File: config.mk
export PLATFORM = sky130hd
export DESIGN_NAME = cunit_pipe
export DESIGN_NICKNAME = d
export VERILOG_FILES = /design/src/rtl/cunit_pkg.sv /design/src/rtl/cunit_dec.sv /design/src/rtl/cunit_pipe.sv
export SDC_FILE = /design/constraint.sdc
export NUM_CORES = 1
export LEC_CHECK = 0
export CAP_MARGIN = 10
export CORE_AREA = 4 4 56 58
export DETAILED_ROUTE_END_ITERATION = 10
export DIE_AREA = 0 0 60 62
export HOLD_SLACK_MARGIN = 0.1
export PLACE_DENSITY = 0.82
export SYNTH_ARGS = -nofsm -noshare
export SYNTH_HDL_FRONTEND = slang
export SYNTH_SLANG_ARGS = --single-unit
File: constraint.sdc
create_clock -name clk -period 1.6 [get_ports clk]
set_input_delay 0.24 -clock clk [delete_from_list [all_inputs] [get_ports clk]]
set_output_delay 0.24 -clock clk [all_outputs]
set_load 0.1 [all_outputs]
File: src/rtl/cunit_pkg.sv
// Shared opcodes, ALU-op codes and per-stage control bundles for the pipelined control unit.
// Optional J decode is enabled by CUNIT_JUMP_EN (see cunit_dec / cunit_pipe).
package cunit_pkg;

  localparam logic [5:0] OP_RTYPE = 6'b000000;
  localparam logic [5:0] OP_LW    = 6'b100011;
  localparam logic [5:0] OP_SW    = 6'b101011;
  localparam logic [5:0] OP_BEQ   = 6'b000100;
  localparam logic [5:0] OP_ADDI  = 6'b001000;
  localparam logic [5:0] OP_ANDI  = 6'b001100;
  localparam logic [5:0] OP_ORI   = 6'b001101;
  localparam logic [5:0] OP_SLTI  = 6'b001010;
  localparam logic [5:0] OP_J     = 6'b000010;

  localparam logic [2:0] AOP_NONE  = 3'b000;
  localparam logic [2:0] AOP_BEQ   = 3'b001;
  localparam logic [2:0] AOP_RTYPE = 3'b010;
  localparam logic [2:0] AOP_ADD   = 3'b011;
  localparam logic [2:0] AOP_SLT   = 3'b100;
  localparam logic [2:0] AOP_AND   = 3'b101;
  localparam logic [2:0] AOP_OR    = 3'b110;

  typedef struct packed {
    logic       reg_ds;
    logic       alu_src;
    logic [2:0] aop;
    logic       branch;
    logic       mread;
    logic       mwrite;
    logic       mto_r;
    logic       urw;
  } ctrl_t;

  typedef struct packed {
    logic branch;
    logic mread;
    logic mwrite;
    logic mto_r;
    logic urw;
  } mem_ctrl_t;

  typedef struct packed {
    logic mto_r;
    logic urw;
  } wb_ctrl_t;

  localparam ctrl_t     CTRL_BUBBLE = '0;
  localparam mem_ctrl_t MEM_BUBBLE  = '0;

  function automatic ctrl_t mk_ctrl(input logic reg_ds, input logic alu_src,
                                    input logic [2:0] aop, input logic branch,
                                    input logic mread, input logic mwrite,
                                    input logic mto_r, input logic urw);
    ctrl_t c;
    c.reg_ds  = reg_ds;
    c.alu_src = alu_src;
    c.aop     = aop;
    c.branch  = branch;
    c.mread   = mread;
    c.mwrite  = mwrite;
    c.mto_r   = mto_r;
    c.urw     = urw;
    return c;
  endfunction

  function automatic mem_ctrl_t to_mem(input ctrl_t c);
    mem_ctrl_t m;
    m.branch = c.branch;
    m.mread  = c.mread;
    m.mwrite = c.mwrite;
    m.mto_r  = c.mto_r;
    m.urw    = c.urw;
    return m;
  endfunction

  function automatic wb_ctrl_t to_wb(input mem_ctrl_t m);
    wb_ctrl_t w;
    w.mto_r = m.mto_r;
    w.urw   = m.urw;
    return w;
  endfunction

endpackage

File: src/rtl/cunit_dec.sv
// Combinational opcode decoder: control bundle, rt-usage and illegal-opcode flags.
// With CUNIT_JUMP_EN defined, J is decoded and reported on jump; otherwise J is illegal.
module cunit_dec
  import cunit_pkg::*;
#(
  parameter int OP_W = 6
) (
  input  logic [OP_W-1:0] op,
  input  logic            valid,
  output ctrl_t           ctrl,
  output logic            uses_rt,
  output logic            illegal
`ifdef CUNIT_JUMP_EN
  ,
  output logic            jump
`endif
);

  logic known;
  logic is_j;

  always_comb begin
    ctrl    = CTRL_BUBBLE;
    uses_rt = 1'b0;
    known   = 1'b1;
    is_j    = 1'b0;
    case (op)
      OP_W'(OP_RTYPE): begin
        ctrl    = mk_ctrl(1'b1, 1'b0, AOP_RTYPE, 1'b0, 1'b0, 1'b0, 1'b0, 1'b1);
        uses_rt = 1'b1;
      end
      OP_W'(OP_LW):   ctrl = mk_ctrl(1'b0, 1'b1, AOP_ADD, 1'b0, 1'b1, 1'b0, 1'b1, 1'b1);
      OP_W'(OP_SW): begin
        ctrl    = mk_ctrl(1'b0, 1'b1, AOP_ADD, 1'b0, 1'b0, 1'b1, 1'b0, 1'b0);
        uses_rt = 1'b1;
      end
      OP_W'(OP_BEQ): begin
        ctrl    = mk_ctrl(1'b0, 1'b0, AOP_BEQ, 1'b1, 1'b0, 1'b0, 1'b0, 1'b0);
        uses_rt = 1'b1;
      end
      OP_W'(OP_ADDI): ctrl = mk_ctrl(1'b0, 1'b1, AOP_ADD, 1'b0, 1'b0, 1'b0, 1'b0, 1'b1);
      OP_W'(OP_ANDI): ctrl = mk_ctrl(1'b0, 1'b1, AOP_AND, 1'b0, 1'b0, 1'b0, 1'b0, 1'b1);
      OP_W'(OP_ORI):  ctrl = mk_ctrl(1'b0, 1'b1, AOP_OR,  1'b0, 1'b0, 1'b0, 1'b0, 1'b1);
      OP_W'(OP_SLTI): ctrl = mk_ctrl(1'b0, 1'b1, AOP_SLT, 1'b0, 1'b0, 1'b0, 1'b0, 1'b1);
`ifdef CUNIT_JUMP_EN
      OP_W'(OP_J):    is_j = 1'b1;
`endif
      default:        known = 1'b0;
    endcase

    // An invalid slot is a bubble regardless of what the opcode bits hold.
    if (!valid) begin
      ctrl    = CTRL_BUBBLE;
      uses_rt = 1'b0;
      known   = 1'b1;
      is_j    = 1'b0;
    end
  end

  assign illegal = valid & ~known;

`ifdef CUNIT_JUMP_EN
  assign jump = is_j;
`else
  logic unused_j;
  assign unused_j = is_j;
`endif

endmodule

File: src/rtl/cunit_pipe.sv
// Pipelined control unit: ID decode, ID/EX, EX/MEM, MEM/WB control registers,
// load-use stall, branch flush and sticky illegal-opcode flag. Optional J via CUNIT_JUMP_EN.
module cunit_pipe
  import cunit_pkg::*;
#(
  parameter int OP_W  = 6,
  parameter int REG_W = 5,
  parameter int AOP_W = 3
) (
  input  logic             clk,
  input  logic             rst_n,
  input  logic [OP_W-1:0]  OpIn,
  input  logic             IdValid,
  input  logic [REG_W-1:0] IdRs,
  input  logic [REG_W-1:0] IdRt,
  input  logic             BrTaken,
  output logic             ExRegDs,
  output logic [AOP_W-1:0] ExAOp,
  output logic             ExALUsrc,
  output logic             MemBranch,
  output logic             MemMRead,
  output logic             MemMWrite,
  output logic             WbMtoR,
  output logic             WbUrw,
  output logic             Stall,
  output logic             IllegalOp
`ifdef CUNIT_JUMP_EN
  ,
  output logic             Jump
`endif
);

  ctrl_t            dec_ctrl;
  logic             dec_uses_rt;
  logic             dec_illegal;
  ctrl_t            idex;
  logic [REG_W-1:0] idex_rt;
  mem_ctrl_t        exmem;
  wb_ctrl_t         memwb;
  logic             ill_q;
  logic             rt_hit;
  logic             stall;
  logic             idex_hold;

`ifdef CUNIT_JUMP_EN
  logic dec_jump;
`endif

  cunit_dec #(
    .OP_W(OP_W)
  ) u_dec (
    .op      (OpIn),
    .valid   (IdValid),
    .ctrl    (dec_ctrl),
    .uses_rt (dec_uses_rt),
    .illegal (dec_illegal)
`ifdef CUNIT_JUMP_EN
    ,
    .jump    (dec_jump)
`endif
  );

  // Flush has priority over the load-use stall.
  always_comb begin
    rt_hit = (idex_rt != '0) &&
             ((idex_rt == IdRs) || (dec_uses_rt && (idex_rt == IdRt)));
    stall  = IdValid & idex.mread & rt_hit & ~BrTaken;
`ifdef CUNIT_JUMP_EN
    stall  = stall & ~dec_jump;
`endif
    idex_hold = stall | BrTaken;
  end

  always_ff @(posedge clk or negedge rst_n) begin
    if (!rst_n) begin
      idex    <= CTRL_BUBBLE;
      idex_rt <= '0;
    end else if (idex_hold) begin
      idex    <= CTRL_BUBBLE;
      idex_rt <= '0;
    end else begin
      idex    <= dec_ctrl;
      idex_rt <= IdRt;
    end
  end

  always_ff @(posedge clk or negedge rst_n) begin
    if (!rst_n) begin
      exmem <= MEM_BUBBLE;
    end else if (BrTaken) begin
      exmem <= MEM_BUBBLE;
    end else begin
      exmem <= to_mem(idex);
    end
  end

  // MEM/WB keeps the resolving branch's own bundle even on a flush.
  always_ff @(posedge clk or negedge rst_n) begin
    if (!rst_n) begin
      memwb <= '0;
    end else begin
      memwb <= to_wb(exmem);
    end
  end

  always_ff @(posedge clk or negedge rst_n) begin
    if (!rst_n) begin
      ill_q <= 1'b0;
    end else if (dec_illegal && !idex_hold) begin
      ill_q <= 1'b1;
    end
  end

  assign ExRegDs   = idex.reg_ds;
  assign ExAOp     = AOP_W'(idex.aop);
  assign ExALUsrc  = idex.alu_src;
  assign MemBranch = exmem.branch;
  assign MemMRead  = exmem.mread;
  assign MemMWrite = exmem.mwrite;
  assign WbMtoR    = memwb.mto_r;
  assign WbUrw     = memwb.urw;
  assign Stall     = stall;
  assign IllegalOp = ill_q;

`ifdef CUNIT_JUMP_EN
  assign Jump = dec_jump & ~BrTaken;
`endif

endmodule
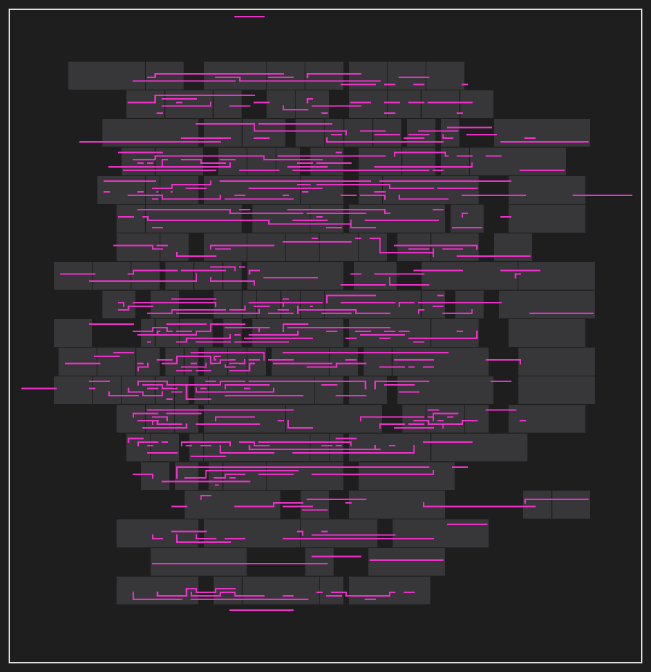
**Above:** signal wires on met1.
share of all routed wire	41%
nets with wire on the layer	154
Final Routed Wirelength: 3.14 mm
met1 usage: 22.3%

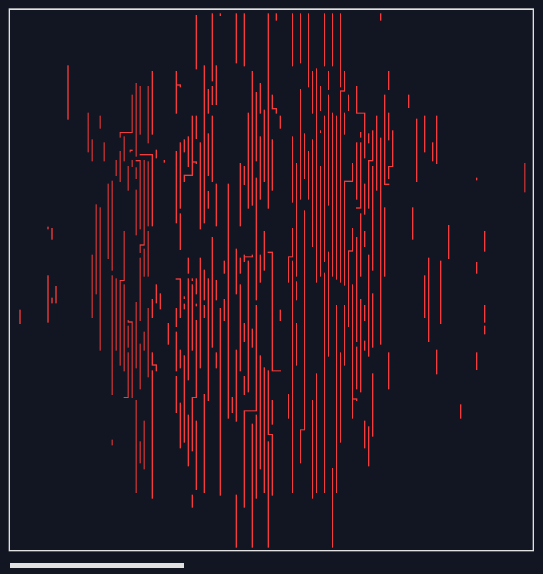
**Above:** metal 2.
Bar = 20 um.
wire length on this layer	1640 um
share of all routed wire	52%
longest straight run	26.9 um
nets with wire on the layer	162
main direction	vertical
vias after detailed routing: 999
met2 routing resource usage after global routing: 30.7%

==> results.sh <==
# source this file to load flow results
export IMPL_run_status="finished, violations left"
export IMPL_violations="setup timing"
export IMPL_netSwitchingPower_mw=0.290
export IMPL_comb_area_share_pct=32.8
export IMPL_drt_initial_drc_count=61
export IMPL_synth_area_mux_share_pct=0.948
export IMPL_detail_route_wirelength_met1_mm=1.29
export IMPL_placed_cells=171
export IMPL_top_signal_layer_used="met4"
export IMPL_n_tap_cell=31
export IMPL_ys_warnings_count=0
export IMPL_ys_top_logic_family="simple AND/OR/NAND/NOR gates"
export IMPL_coreArea_um2=2660
export IMPL_cts_htree_levels=1
export IMPL_post_cts_hold_buffer_count=0
export IMPL_detailedRoute_firstPassIterationCount=4
export IMPL_final_seq_area_um2=526
export IMPL_worst_slew_pin_slew_ns=0.905
export IMPL_chipWidth_um=60
export IMPL_min_delay_path_class="in -> async"
export IMPL_dpl_hpwl_mm=1.93
export IMPL_internal_power_mw=0.752
export IMPL_globalRouteOverflowTotal=0
export IMPL_postSynthNetCount=117
export IMPL_avgSynthCellArea_um2=10.9
export IMPL_biggestCellCategory="buffers"
export IMPL_ys_sh_simple_pct=25.7
export IMPL_synthCells=97
export IMPL_nMultiInputCombCells=66
export IMPL_synthAdderAreaFrac_pct=0
export IMPL_placed_cell_area_um2=1630
export IMPL_dr_wl_met2_mm=1.64
export IMPL_detail_route_vias_per_cell=5.34
export IMPL_ys_sh_xor_pct=8.29
export IMPL_share_of_cell_area_taken_by_flip_flops_and_latches_pct=27.1
export IMPL_met3_length_um=140
export IMPL_path_depth=7
export IMPL_hold_ws_ns=0.259
export IMPL_chipArea_um2=3720
export IMPL_stage_log_warnings=29
export IMPL_detail_route_antenna_nets=0
export IMPL_row_count=19
export IMPL_timing_reg2reg_setup_slack_ns=-0.53
export IMPL_cts_num_sinks=21
export IMPL_grt_util_all_layers_pct=17.7
export IMPL_crit_arrival_ns=1.94
export IMPL_numSynthFlops=21
export IMPL_final_critical_path_setup_slack_ns=-0.578
export IMPL_root_buffer="sky130_fd_sc_hd__clkbuf_4"
export IMPL_yosysSeqAreaShare_pct=49.8
export IMPL_globalRoute_busiestLayer="met2"
export IMPL_grt_antenna_before_repair=0
export IMPL_crit_path_cell_trace="buf_4 > xor2_1 > nor3_1 > nand3_1 > a21oi_4 > and2b_4 > buf_12"
export IMPL_timing_critical_path_slowest_stage_cell="sky130_fd_sc_hd__dfrtp_1"
export IMPL_max_freq_mhz=459
export IMPL_most_common_cell_after_layout_fill_and_taps_aside="sky130_fd_sc_hd__buf_4"
export IMPL_preCtsSetupSlack_ns=-0.515
export IMPL_clock_buffer_count_in_the_final_layout=3
export IMPL_critPathCaptureType="output port"
export IMPL_postSynth_topFlopCell="sky130_fd_sc_hd__dfrtp_1"
export IMPL_rr_endpoint="idex[4]"
export IMPL_first_global_vias=1027
export IMPL_final_setup_viol_count=16
export IMPL_fin_util_pct=72.8
export IMPL_finClkSkew_ns=0.0112
export IMPL_critPathLaunchType="register"
export IMPL_layout_min_cycle_time_ns=2.18
export IMPL_yosys_stat_chipArea_um2=1060
export IMPL_total_power_mw=1.04
export IMPL_gp_congestion=0.867
export IMPL_drt_drc_violations_left=0
export IMPL_crit_reg2reg_launch="idex_rt[4]"
export IMPL_path_max_fanout=3
export IMPL_syn_area_um2=1060
export IMPL_cts_inserted_buffers=3
export IMPL_final_cell_count_without_fillers=187
export IMPL_final_signal_buffer_count=63
export IMPL_async_flop_share_pct=100
export IMPL_clockNetworkAreaShare_pct=1.42
export IMPL_fraction_of_layout_instances_using_a_drive_strength_above_1_pct=44.9
export IMPL_grt_max_degree=22
export IMPL_mostFrequentLayoutCells="25 x sky130_fd_sc_hd__buf_4, 21 x sky130_fd_sc_hd__dfrtp_1, 19 x sky130_fd_sc_hd__clkdlybuf4s50_1"
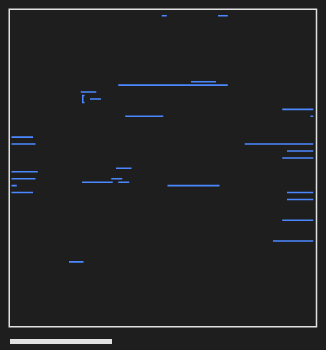
**Above:** metal 3.
Bar = 20 um.
share of all routed wire	4.5%
main direction	horizontal
fraction of met3 tracks used by global routing: 1.86%

Yosys cell counts (2+ instances only):
library cell,number,share of area [%]
sky130_fd_sc_hd__dfrtp_1,21,50
sky130_fd_sc_hd__nor2b_1,8,4.7
sky130_fd_sc_hd__xor2_1,8,6.6
sky130_fd_sc_hd__nor2_1,5,1.8
sky130_fd_sc_hd__nor3b_1,5,3.6
sky130_fd_sc_hd__nor3_1,4,1.9
sky130_fd_sc_hd__nor4_1,4,2.4
sky130_fd_sc_hd__o21ai_0,4,1.9
sky130_fd_sc_hd__buf_4,3,2.1
sky130_fd_sc_hd__nand3_1,3,1.4
sky130_fd_sc_hd__clkbuf_1,2,0.71
sky130_fd_sc_hd__inv_1,2,0.71
sky130_fd_sc_hd__nand2_1,2,0.71
sky130_fd_sc_hd__nand2b_1,2,1.2
sky130_fd_sc_hd__nand4b_1,2,1.7
sky130_fd_sc_hd__or2_2,2,1.2
sky130_fd_sc_hd__xnor2_1,2,1.7
what timing repair did:
| item | CTS | global route |
|---|---|---|
| setup endpoints to repair | 16 | 16 |
| gates resized | 30 | 3 |
| pin swaps | 11 | 6 |
| buffers inserted | 11 | 1 |
power by group through the flow:
stage                     logic (mW)  clock network (mW)  registers, mW
final                          0.234               0.261          0.547
after global routing           0.251               0.290          0.549
after CTS                      0.222               0.259          0.547
after detailed placement       0.200                   0          0.557
after global placement         0.192                   0          0.557
after floorplan               0.0724                   0          0.562
flip-flops by register name, indices dropped and copies added, names as in the netlist:
register,flops
ExALUsrc,1
ExAOp,3
ExRegDs,1
IllegalOp,1
MemBranch,1
MemMRead,1
MemMWrite,1
WbMtoR,1
WbUrw,1
exmem,1
idex,4
idex_rt,5
Power and IR drop assume default switching activity.
